Fig. 1: run 1, where the registers sit
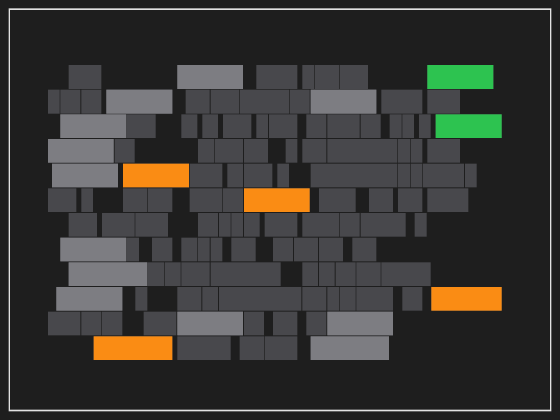
Fig. 2: run 1, cell classes on the final placement
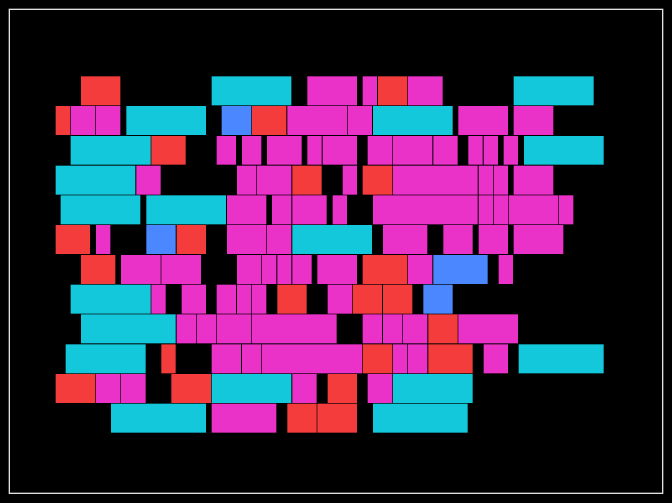
Fig. 3: run 1, clock network drawn from the DEF
Bar = 20 um.
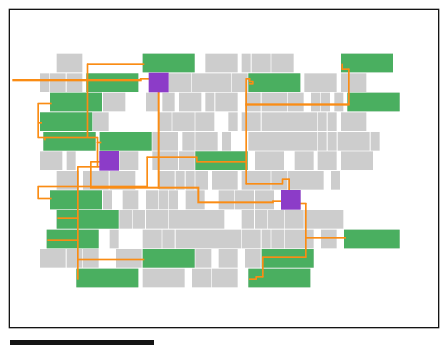
Fig. 4: run 1, gate-type map
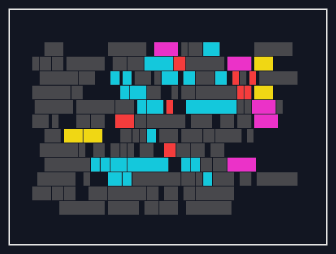
[config.mk]
export PLATFORM = sky130hd
export DESIGN_NAME = codificador_4x2_sinc
export DESIGN_NICKNAME = d
export VERILOG_FILES = /design/src/rtl/codificador_4x2_sinc_pkg.sv /design/src/rtl/codificador_4x2_sinc_sincronizador_2ff.sv /design/src/rtl/codificador_4x2_sinc.sv
export SDC_FILE = /design/constraint.sdc
export NUM_CORES = 1
export LEC_CHECK = 0
export ABC_CLOCK_PERIOD_IN_PS = 1700
export CAP_MARGIN = 15
export CORE_ASPECT_RATIO = 0.7
export CORE_MARGIN = 4
export CORE_UTILIZATION = 52
export CTS_BUF_LIST = sky130_fd_sc_hd__clkbuf_4 sky130_fd_sc_hd__clkbuf_8
export CTS_CLUSTER_SIZE = 30
export DETAILED_ROUTE_END_ITERATION = 16
export GPL_TIMING_DRIVEN = 0
export PLACE_DENSITY = 0.77
export SYNTH_ARGS = -nofsm -noshare
export SYNTH_HDL_FRONTEND = slang
export SYNTH_SLANG_ARGS = --single-unit
[constraint.sdc]
create_clock -name clk -period 1.7 [get_ports clk]
set_clock_uncertainty 0.2 [all_clocks]
set_input_delay 0.425 -clock clk [delete_from_list [all_inputs] [get_ports clk]]
set_output_delay 0.425 -clock clk [all_outputs]
set_load 0.02 [all_outputs]
[src/rtl/codificador_4x2_sinc_pkg.sv]
// Shared definitions for the synchronous 4-to-2 priority encoder:
// FSM state encoding and the sizing rule for the debounce counter.
package codificador_pkg;

  typedef enum logic [1:0] {
    IDLE  = 2'd0,
    CHECK = 2'd1,
    LOCK  = 2'd2
  } state_t;

  // Counter width needed to hold values up to debounce-1, never below one bit
  function automatic int cnt_width(input int debounce);
    int w;
    w = $clog2(debounce);
    return (w < 1) ? 1 : w;
  endfunction

endpackage

[src/rtl/codificador_4x2_sinc_sincronizador_2ff.sv]
// Two-flop synchronizer bringing asynchronous board lines into the clk domain.
module sincronizador_2ff #(
  parameter int WIDTH = 4
) (
  input  logic             clk,
  input  logic             rst,
  input  logic [WIDTH-1:0] d,
  output logic [WIDTH-1:0] q
);

  logic [WIDTH-1:0] meta;

  // First stage may go metastable; second stage gives it a full cycle to settle
  always_ff @(posedge clk) begin
    if (rst) begin
      meta <= '0;
      q    <= '0;
    end else begin
      meta <= d;
      q    <= meta;
    end
  end

endmodule

[src/rtl/codificador_4x2_sinc.sv]
// Synchronous 4-to-2 priority encoder with debounce. Raw request lines are
// synchronized, priority-encoded, and a code is accepted only once it has
// been seen unchanged for DEBOUNCE consecutive synchronized samples.
module codificador_4x2_sinc #(
  parameter int DEBOUNCE = 4
) (
  input  logic clk,
  input  logic rst,
  input  logic Y3,
  input  logic Y2,
  input  logic Y1,
  input  logic Y0,
  output logic B,
  output logic A,
  output logic V,
  output logic EVT
);

  import codificador_pkg::*;

  localparam int             CW       = cnt_width(DEBOUNCE);
  localparam logic [CW-1:0]  CNT_ONE  = CW'(1);
  localparam logic [CW-1:0]  CNT_LAST = CW'(DEBOUNCE - 1);

  // Out-of-range debounce lengths are rejected at elaboration
  if (DEBOUNCE < 2 || DEBOUNCE > 255) begin : g_bad_debounce
    $fatal(1, "codificador_4x2_sinc: DEBOUNCE must be in 2..255");
  end

  logic [3:0]    s;
  logic          any;
  logic [1:0]    code;
  state_t        state;
  logic [1:0]    pend;
  logic [CW-1:0] cnt;

  sincronizador_2ff #(
    .WIDTH(4)
  ) u_sync (
    .clk(clk),
    .rst(rst),
    .d  ({Y3, Y2, Y1, Y0}),
    .q  (s)
  );

  // Highest active index wins; priority is re-evaluated every cycle
  always_comb begin
    any  = |s;
    code = 2'd0;
    if (s[3])      code = 2'd3;
    else if (s[2]) code = 2'd2;
    else if (s[1]) code = 2'd1;
  end

  // Debounce FSM: track a pending code, count stable samples, latch on acceptance
  always_ff @(posedge clk) begin
    if (rst) begin
      state <= IDLE;
      pend  <= 2'd0;
      cnt   <= '0;
      B     <= 1'b0;
      A     <= 1'b0;
      V     <= 1'b0;
      EVT   <= 1'b0;
    end else begin
      EVT <= 1'b0;
      case (state)
        IDLE: begin
          if (any) begin
            pend  <= code;
            cnt   <= CNT_ONE;
            state <= CHECK;
          end
        end
        CHECK: begin
          if (!any) begin
            state <= IDLE;
          end else if (code != pend) begin
            pend <= code;
            cnt  <= CNT_ONE;
          end else if (cnt == CNT_LAST) begin
            B     <= pend[1];
            A     <= pend[0];
            V     <= 1'b1;
            EVT   <= 1'b1;
            state <= LOCK;
          end else begin
            cnt <= cnt + CNT_ONE;
          end
        end
        LOCK: begin
          if (!any) begin
            V     <= 1'b0;
            state <= IDLE;
          end else if (code != pend) begin
            V     <= 1'b0;
            pend  <= code;
            cnt   <= CNT_ONE;
            state <= CHECK;
          end
        end
        default: begin
          state <= IDLE;
        end
      endcase
    end
  end

endmodule

==> results.yml, run 1 <==
# generated from flow reports
finish:
  top_regs: "u_sync.meta (4), u_sync.q (4)"
  comb_cells: 71
  non_clock_buffer_area_share_pct: 15.37
  inverters_excl_clock: 7
  largest_class: "multi-input combinational cells"
  sh_seq_area_pct: 30.53
  final_cell_mix: "14 x dfxtp_1, 11 x buf_4, 10 x nor2b_1"
  nClkBuffers: 4
  drive_gt1_share_pct: 27.64
  flop_area_um2: 372.9
  fill_cells: 112
placed_design:
  dp_hpwl_um: 1360
  dp_slack_ns: -0.2345
  place_congestion: 0.8405
power_and_ir_drop:
  internal_power_mw: 0.7129
  pwr-share-comb_pct: 27.0
  p_leak_nw: 0.4710
  swShare_pct: 31.09
  power_switching_mw: 0.3216
  ir_worst_vdd_mv: 0.7162
  powerDensity_nw_per_um2: 847.1
sta:
  fin_setup_tns_ns: -1.011
  tightest_slew_ns: 0.4808
  rsz0062_at_grt: "yes"
  finalSetupViolCount: 9
  max_freq_mhz: 539.5
  layout_setup_ws_ns: -0.1537
  post-route-period-util_pct: 109.0
  slew_headroom_pct: 67.94
  report.final.slew_viol_count: 0
  hold_viol_final: 0
yosys:
  synth-main-ff-cell: "dfxtp_1"
  topCellsByArea: "dfxtp_1 37%, ha_1 6.5%, nor2b_1 6.5%, mux2i_1 4.1%, nor2_1 3.5%"
  largest_area_cell: "dfxtp_1"
  top_cell: "dfxtp_1"
  synth-edff-count: 0
  xor_area_share_pct: 0.9044
  ys_cells: 102
  async_flop_share_pct: 0
  synthTopLogicFamily: "AND-OR/OR-AND gates"
  yosysWarnings: 0
  ys_sh_adder_pct: 6.460
  synthMuxAreaShare_pct: 4.134
  syn_avg_cell_area_um2: 9.494
  ys_top_cells_by_count: "18 x dfxtp_1, 10 x nor2b_1, 9 x nor2_1"
drt:
  drtAntennaViolNets: 0
  drt-initial-drc-count: 25
  viasPerCell: 5.708
  drc: 0
  firstDrtPassIters: 6
die:
  die-area_um2: 2628
  ioPinCount: 10
  die_w_um: 59.58
worst_setup_path:
  endpoint_kind: "flip-flop"
  crit_fanout: 4
  critPathMaxStageDelay_ns: 0.42
  crit_path_top_delay_cell: "dfxtp_1"
  r2r_slack_ns: -0.15
  worstPathArrival_ns: 1.90
  reg2reg_depth: 6
  crit_end: "pend[0]$_SDFFE_PP0P_"
  critPathKind: "flip-flop to flip-flop"
  critical_path_depth: 6
  timing.rr.end: "pend[0]$_SDFFE_PP0P_"
  reg2reg_from: "state[0]$_SDFFE_PP0P_"
global_route:
  first_global_vias: 712
  grt_pass1_wl_um: 3415
  grt_max_degree: 11
  grt.total_usage_pct: 17.27
  grt_antenna_before_repair: 0
  overflow: 0
min_path:
  hold_end: "u_sync.q[1]$_SDFF_PP0_"
  hold_path_startpoint: "u_sync.meta[1]$_SDFF_PP0_"
  hold_depth: 1
  hold_class: "flip-flop to flip-flop"
flow_run:
  maxCapViolCount: 0
clock_tree:
  numCtsBuffers: 3
  root_buffer: "clkbuf_4"
  cts.path.max_buffers: 2
  cts-hold-fix-buffers: 0
  cts_resized: 12
  post_cts_buffers: 2
  clk_pin_slew_worst_paths_ns: 0.12
outcome:
  violations: "negative setup slack"
  status: "finished, violations left"
-- Fig. 1 (at the start) --
legend:
  green:
    name_in_the_netlist: `state`
    placed_flops: 2
  orange:
    name_in_the_netlist: `u_sync.q`
    placed_flops: 4
not colored: 12

-- Fig. 2 (at the start) --
legend:
  magenta:
    class: all other logic
    cells: 78
    share_of_their_area: 50%
  red:
    class: other buffers and delay cells
    cells: 23
    share_of_their_area: 16%
  cyan:
    class: flip-flops
    cells: 18
    share_of_their_area: 31%
  blue:
    class: clock drivers and dummy loads
    cells: 4
    share_of_their_area: 3.0%
Core Util, Final: 73.27%
core area: 1667 um^2
Design Area, Final: 1221 um^2
row count: 12

-- Fig. 3 (at the start) --
legend:
  green:
    item: flip-flops
    count: 18
  purple:
    item: cells driving clock nets
    count: 3
  orange:
    item: clock wires
    length: 254 um
routed clock nets: 4
Skew-Pair Late Insertion Delay: 0.32 ns
clock network power: 0.280 mW
Clk pwr share: 27.1%

-- Fig. 4 (at the start) --
legend:
  cyan:
    family: inverting AOI/OAI gates
    cells: 22
    most_used: a21oi_1
  yellow:
    family: multiplexers
    cells: 4
    most_used: mux2i_1
  red:
    family: NAND gates
    cells: 8
    most_used: nand2_1
  magenta:
    family: adder and majority cells
    cells: 5
    most_used: ha_1
combinational fraction of the cell area: 46.82%
most frequent logic cell in the layout: dfxtp_1
Layout Cells excl Fill: 144

## run 1: through the flow
step,hold WS [ns],instances
detailed placement,0.2234,131
CTS,0.2482,136
floorplan,0.2137,102
global route,0.2587,144
finish,0.2417,144
global placement,0.2172,131
## run 1: per-layer routing
layer  vias to the layer above  GRT usage, %  share of wire [%]  wire, um
met3                         4         6.122                7.0       155
met4                         0         2.655               0.86        19
met1                       382         23.91                 48      1062
met2                        32         26.36                 44       963
li1                        404             -                  -         -
met5                         -             0                  0         0
## run 1: power by group through the flow
stage	combinational (mW)	clock, mW	sequential [mW]
6_report	0.279	0.280	0.476
5_1_grt	0.300	0.309	0.479
4_1_cts	0.234	0.279	0.478
3_5_place_dp	0.225	0	0.482
3_3_place_gp	0.219	0	0.480
2_1_floorplan	0.180	0	0.476
==> inputs of run 2 (changes only) <==
Settings changed: GPL_TIMING_DRIVEN 0 to default.
==> results.yml, run 2 <==
# generated from flow reports
clock_tree:
  root_buffer: "clkbuf_4"
  numCtsBuffers: 3
  cts_resized: 14
  post_cts_buffers: 0
  cts-hold-fix-buffers: 0
global_route:
  use_met3_pct: 5.539
  use_met1_pct: 26.49
  busiest_layer: "met2"
  first_global_vias: 781
  grt_max_degree: 15
yosys:
  synth-edff-count: 0
  top_cell: "dfxtp_1"
  ys_top_cells_by_count: "18 x dfxtp_1, 10 x nor2b_1, 9 x nor2_1"
  largest_area_cell: "dfxtp_1"
  topCellsByArea: "dfxtp_1 37%, ha_1 6.5%, nor2b_1 6.5%, mux2i_1 4.1%, nor2_1 3.5%"
  yosysWarnings: 0
power_and_ir_drop:
  maxPowerGroup: "registers"
  clkPwrFrac_pct: 25.1
  powerComb_mw: 0.329
  p_leak_nw: 0.5022
  pwr-share-comb_pct: 30.6
  ir_worst_vdd_mv: 0.7674
  internal_power_mw: 0.7461
  swShare_pct: 30.58
worst_setup_path:
  r2r_slack_ns: -0.20
  critical_path_depth: 5
  crit_path_top_delay_cell: "dfxtp_2"
  critPathKind: "flip-flop to flip-flop"
  crit_fanout: 4
  timing.rr.end: "state[0]$_SDFFE_PP0P_"
  endpoint_kind: "flip-flop"
sta:
  tightest_slew_ns: 0.3530
  slew_headroom_pct: 76.17
  timing.hold.ws_ns: 0.2233
  hold_viol_final: 0
  max_freq_mhz: 525.7
  finalSetupViolCount: 7
  layout_setup_ws_ns: -0.2023
drt:
  drtAntennaViolNets: 0
  drt-initial-drc-count: 23
  viasPerCell: 5.689
  highest_layer: "met4"
  drc: 0
  firstDrtPassIters: 4
  met3_wirelength_um: 138
outcome:
  violations: "negative setup slack"
  status: "finished, violations left"
placed_design:
  dp_slack_ns: -0.05468
  place_inst: 144
  dp_hpwl_um: 1635
  place_congestion: 0.8788
min_path:
  hold_path_startpoint: "u_sync.meta[3]$_SDFF_PP0_"
  hold_class: "flip-flop to flip-flop"
  hold_depth: 1
finish:
  fill_cells: 109
  top_regs: "u_sync.meta (4), u_sync.q (4)"
  drive_gt1_share_pct: 34.65
  fin_cells: 148
die:
  row_count: 12
  ioPinCount: 10
flow_run:
  maxCapViolCount: 0
[run 2: cell types whose count changed in the layout (fill, tap and decap cells not counted), moves of 2 or more]
cell | before | now
dfxtp_4 | 3 | 1
buf_4 | 11 | 18
clkbuf_1 | 2 | 0
ha_1 | 4 | 2
buf_6 | 2 | 0
dfxtp_1 | 14 | 12
dfxtp_2 | 1 | 5
[run 2: area by class of cell]
cell class	count	area, um^2	share of cell area (%)
clock buffer	4	36.28	2.840
inverter	7	26.28	2.057
multi-input combinational	71	598.1	46.82
sequential	18	370.4	28.99
tap	21	26.28	2.057
timing repair buffer	27	220.2	17.24
[run 2: logic make-up after synthesis]
group           after synthesis  synth area share, %
fa+ha+maj                     5                6.460
simple gates                 34                21.32
buf+inv                      13                6.977
xor+xnor                      1               0.9046
mux                           4                4.135
flops                        18                37.21
compound gates               27                23.00
Fig. 5: run 2, cell classes on the final placement
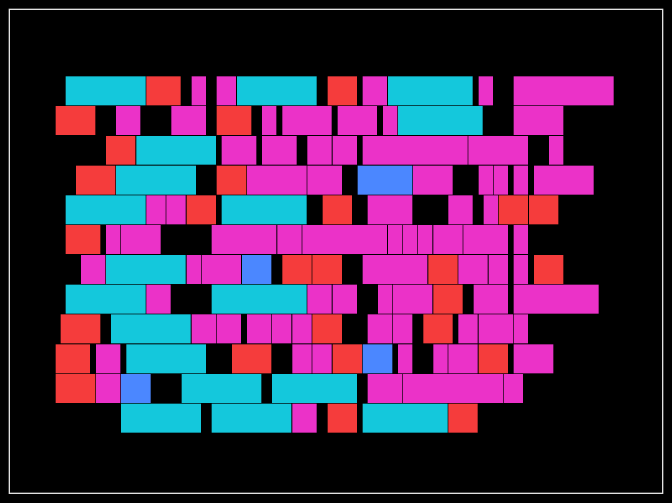
legend:
  red:
    class: other buffers and delay cells
    cells: 27
    share_of_their_area: 18%
  magenta:
    class: all other logic
    cells: 78
    share_of_their_area: 50%
  blue:
    class: clock drivers and dummy loads
    cells: 4
    share_of_their_area: 2.9%
  cyan:
    class: flip-flops
    cells: 18
    share_of_their_area: 30%
Core Util, Final: 76.65%
Seq area share: 28.99%
Design Area, Final: 1277 um^2

Fig. 6: run 2, where the registers sit
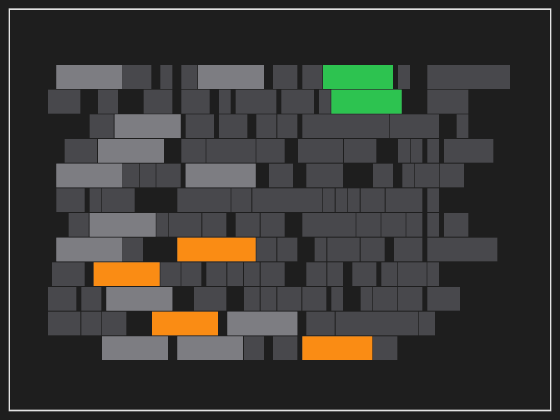
legend:
  orange:
    name_in_the_netlist: `u_sync.q`
    placed_flops: 4
  green:
    name_in_the_netlist: `state`
    placed_flops: 2
not colored: 12

==> inputs of run 3 (changes only) <==
Settings changed: CORE_UTILIZATION 52 to 30, PLACE_DENSITY 0.77 to default.
==> results.yml, run 3 <==
# generated from flow reports
global_route:
  use_met1_pct: 14.13
  first_global_vias: 824
  grt.total_usage_pct: 10.93
  grt_antenna_before_repair: 0
  grt_pass1_wl_um: 3795
  busiest_layer: "met2"
  grt_max_degree: 14
  use_met3_pct: 3.571
yosys:
  synth-main-ff-cell: "dfxtp_1"
  synthSimpleGateAreaFrac_pct: 21.32
  yosysWarnings: 0
  syn_avg_cell_area_um2: 9.494
  ys_cells: 102
  synth.top_cell.area_share_pct: 37.21
  synth_cell_types: 36
  compound_area_share_pct: 23.00
  async_flop_share_pct: 0
  syn_area_um2: 968.4
  ys.flops: 18
  topCellsByArea: "dfxtp_1 37%, ha_1 6.5%, nor2b_1 6.5%, mux2i_1 4.1%, nor2_1 3.5%"
  xor_area_share_pct: 0.9044
  synth-edff-count: 0
  synthTopLogicFamily: "AND-OR/OR-AND gates"
  top_cell: "dfxtp_1"
  netlist_instances: 102
  ys_sh_adder_pct: 6.460
  fp_nets: 113
  largest_area_cell: "dfxtp_1"
  synthMuxAreaShare_pct: 4.134
  ys_area_um2: 968.4
  ys_top_cells_by_count: "18 x dfxtp_1, 10 x nor2b_1, 9 x nor2_1"
sta:
  post-route-period-util_pct: 101.5
  hold_viol_final: 0
  tightest_slew_ns: 0.3089
  layout_min_cycle_time_ns: 1.726
  timing.hold.ws_ns: 0.2427
  finalSetupViolCount: 3
  max_freq_mhz: 579.5
  layout_setup_ws_ns: -0.02572
  slew_headroom_pct: 79.15
min_path:
  hold_end: "u_sync.q[0]$_SDFF_PP0_"
  hold_path_startpoint: "u_sync.meta[0]$_SDFF_PP0_"
  hold_class: "flip-flop to flip-flop"
  hold_depth: 1
power_and_ir_drop:
  p_leak_nw: 0.5015
  p_total_mw: 1.121
  powerDensity_nw_per_um2: 866.6
  ir_worst_vdd_mv: 0.4084
die:
  row_count: 16
  die-height_um: 55.54
  core_um2: 2943
  ioPinCount: 10
worst_setup_path:
  endpoint_kind: "flip-flop"
  crit_fanout: 5
  critical_path_depth: 5
  r2r_slack_ns: -0.03
  crit_path_top_delay_cell: "dfxtp_2"
  critPathTopFamily: "AND-OR/OR-AND gates"
  crit_chain: "nor4bb_4 > a31oi_4 > a21bo_1 > a221oi_4 > mux2i_1"
  timing.rr.end: "state[0]$_SDFFE_PP0P_"
  reg2reg_depth: 5
  critPathMaxStageDelay_ns: 0.36
  critPathKind: "flip-flop to flip-flop"
  crit_end: "state[0]$_SDFFE_PP0P_"
  crit_buf_inv: 0
drt:
  wl_per_cell_um: 13.39
  viasPerCell: 5.179
  drtAntennaViolNets: 0
  firstDrtPassIters: 4
  dr_wl_met2_um: 1003
  met3_wirelength_um: 84
  highest_layer: "met4"
  drt-initial-drc-count: 35
  drc: 0
finish:
  fill_cells: 271
  layout_top_cell: "buf_4"
  top_regs: "u_sync.meta (4), u_sync.q (4)"
  antenna_cells: 0
  fin_nets: 138
  drive_gt1_share_pct: 31.75
  fin_area_um2: 1294
  fin_cells: 162
placed_design:
  dp_hpwl_um: 1673
  dp_slack_ns: -0.1250
  place_inst: 157
  place_congestion: 0.8338
clock_tree:
  root_buffer: "clkbuf_8"
  worstSkewPairLatency_ns: 0.26
  numCtsBuffers: 3
flow_run:
  maxCapViolCount: 0
  openroad.warnings: 32
outcome:
  status: "finished, violations left"
  violations: "negative setup slack"
[run 3: cell counts after synthesis]
No cell type changed its count.
[run 3: final cells by class]
cell class,instances,area (um^2),area share [%]
inverter,7,26.28,2.031
multi-input combinational,71,585.6,45.26
tap,36,45.04,3.482
clock buffer,4,55.05,4.255
timing repair buffer,26,212.7,16.44
sequential,18,369.1,28.53
[run 3: power breakdown]
| part | internal (mW) | switching [mW] |
|---|---|---|
| clock | 0.206 | 0.144 |
| combinational | 0.147 | 0.151 |
| sequential | 0.451 | 0.0231 |
[run 3: repair_timing]
action / CTS / global route
hold buffers: 0 / 0
setup buffers: 1 / 0
resized: 14 / 4
setup endpoints to repair: 12 / 9
pin swaps: 4 / 6
Fig. 7: run 3, gate-type map
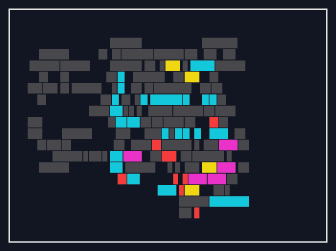
legend:
  cyan:
    family: inverting AOI/OAI gates
    cells: 22
    most_used: a21oi_1
    where: middle
  magenta:
    family: adder and majority cells
    cells: 5
    most_used: ha_1
  red:
    family: NAND gates
    cells: 8
    most_used: nand2_1
    where: bottom middle
  yellow:
    family: multiplexers
    cells: 4
    most_used: mux2i_1

Fig. 8: run 3, where the registers sit
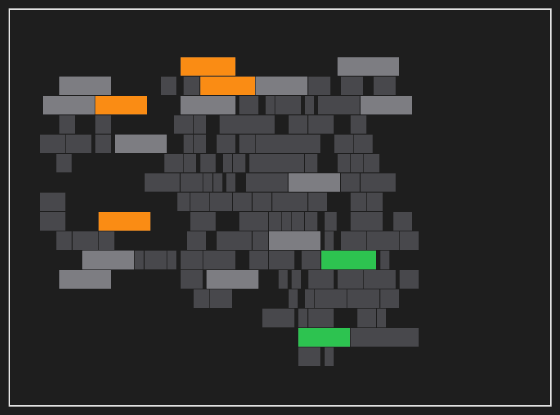
legend:
  green:
    name_in_the_netlist: `state`
    placed_flops: 2
  orange:
    name_in_the_netlist: `u_sync.q`
    placed_flops: 4
Reg area: 369.1 um^2
Core Util, Final: 43.96%

Power and IR drop assume default switching activity.
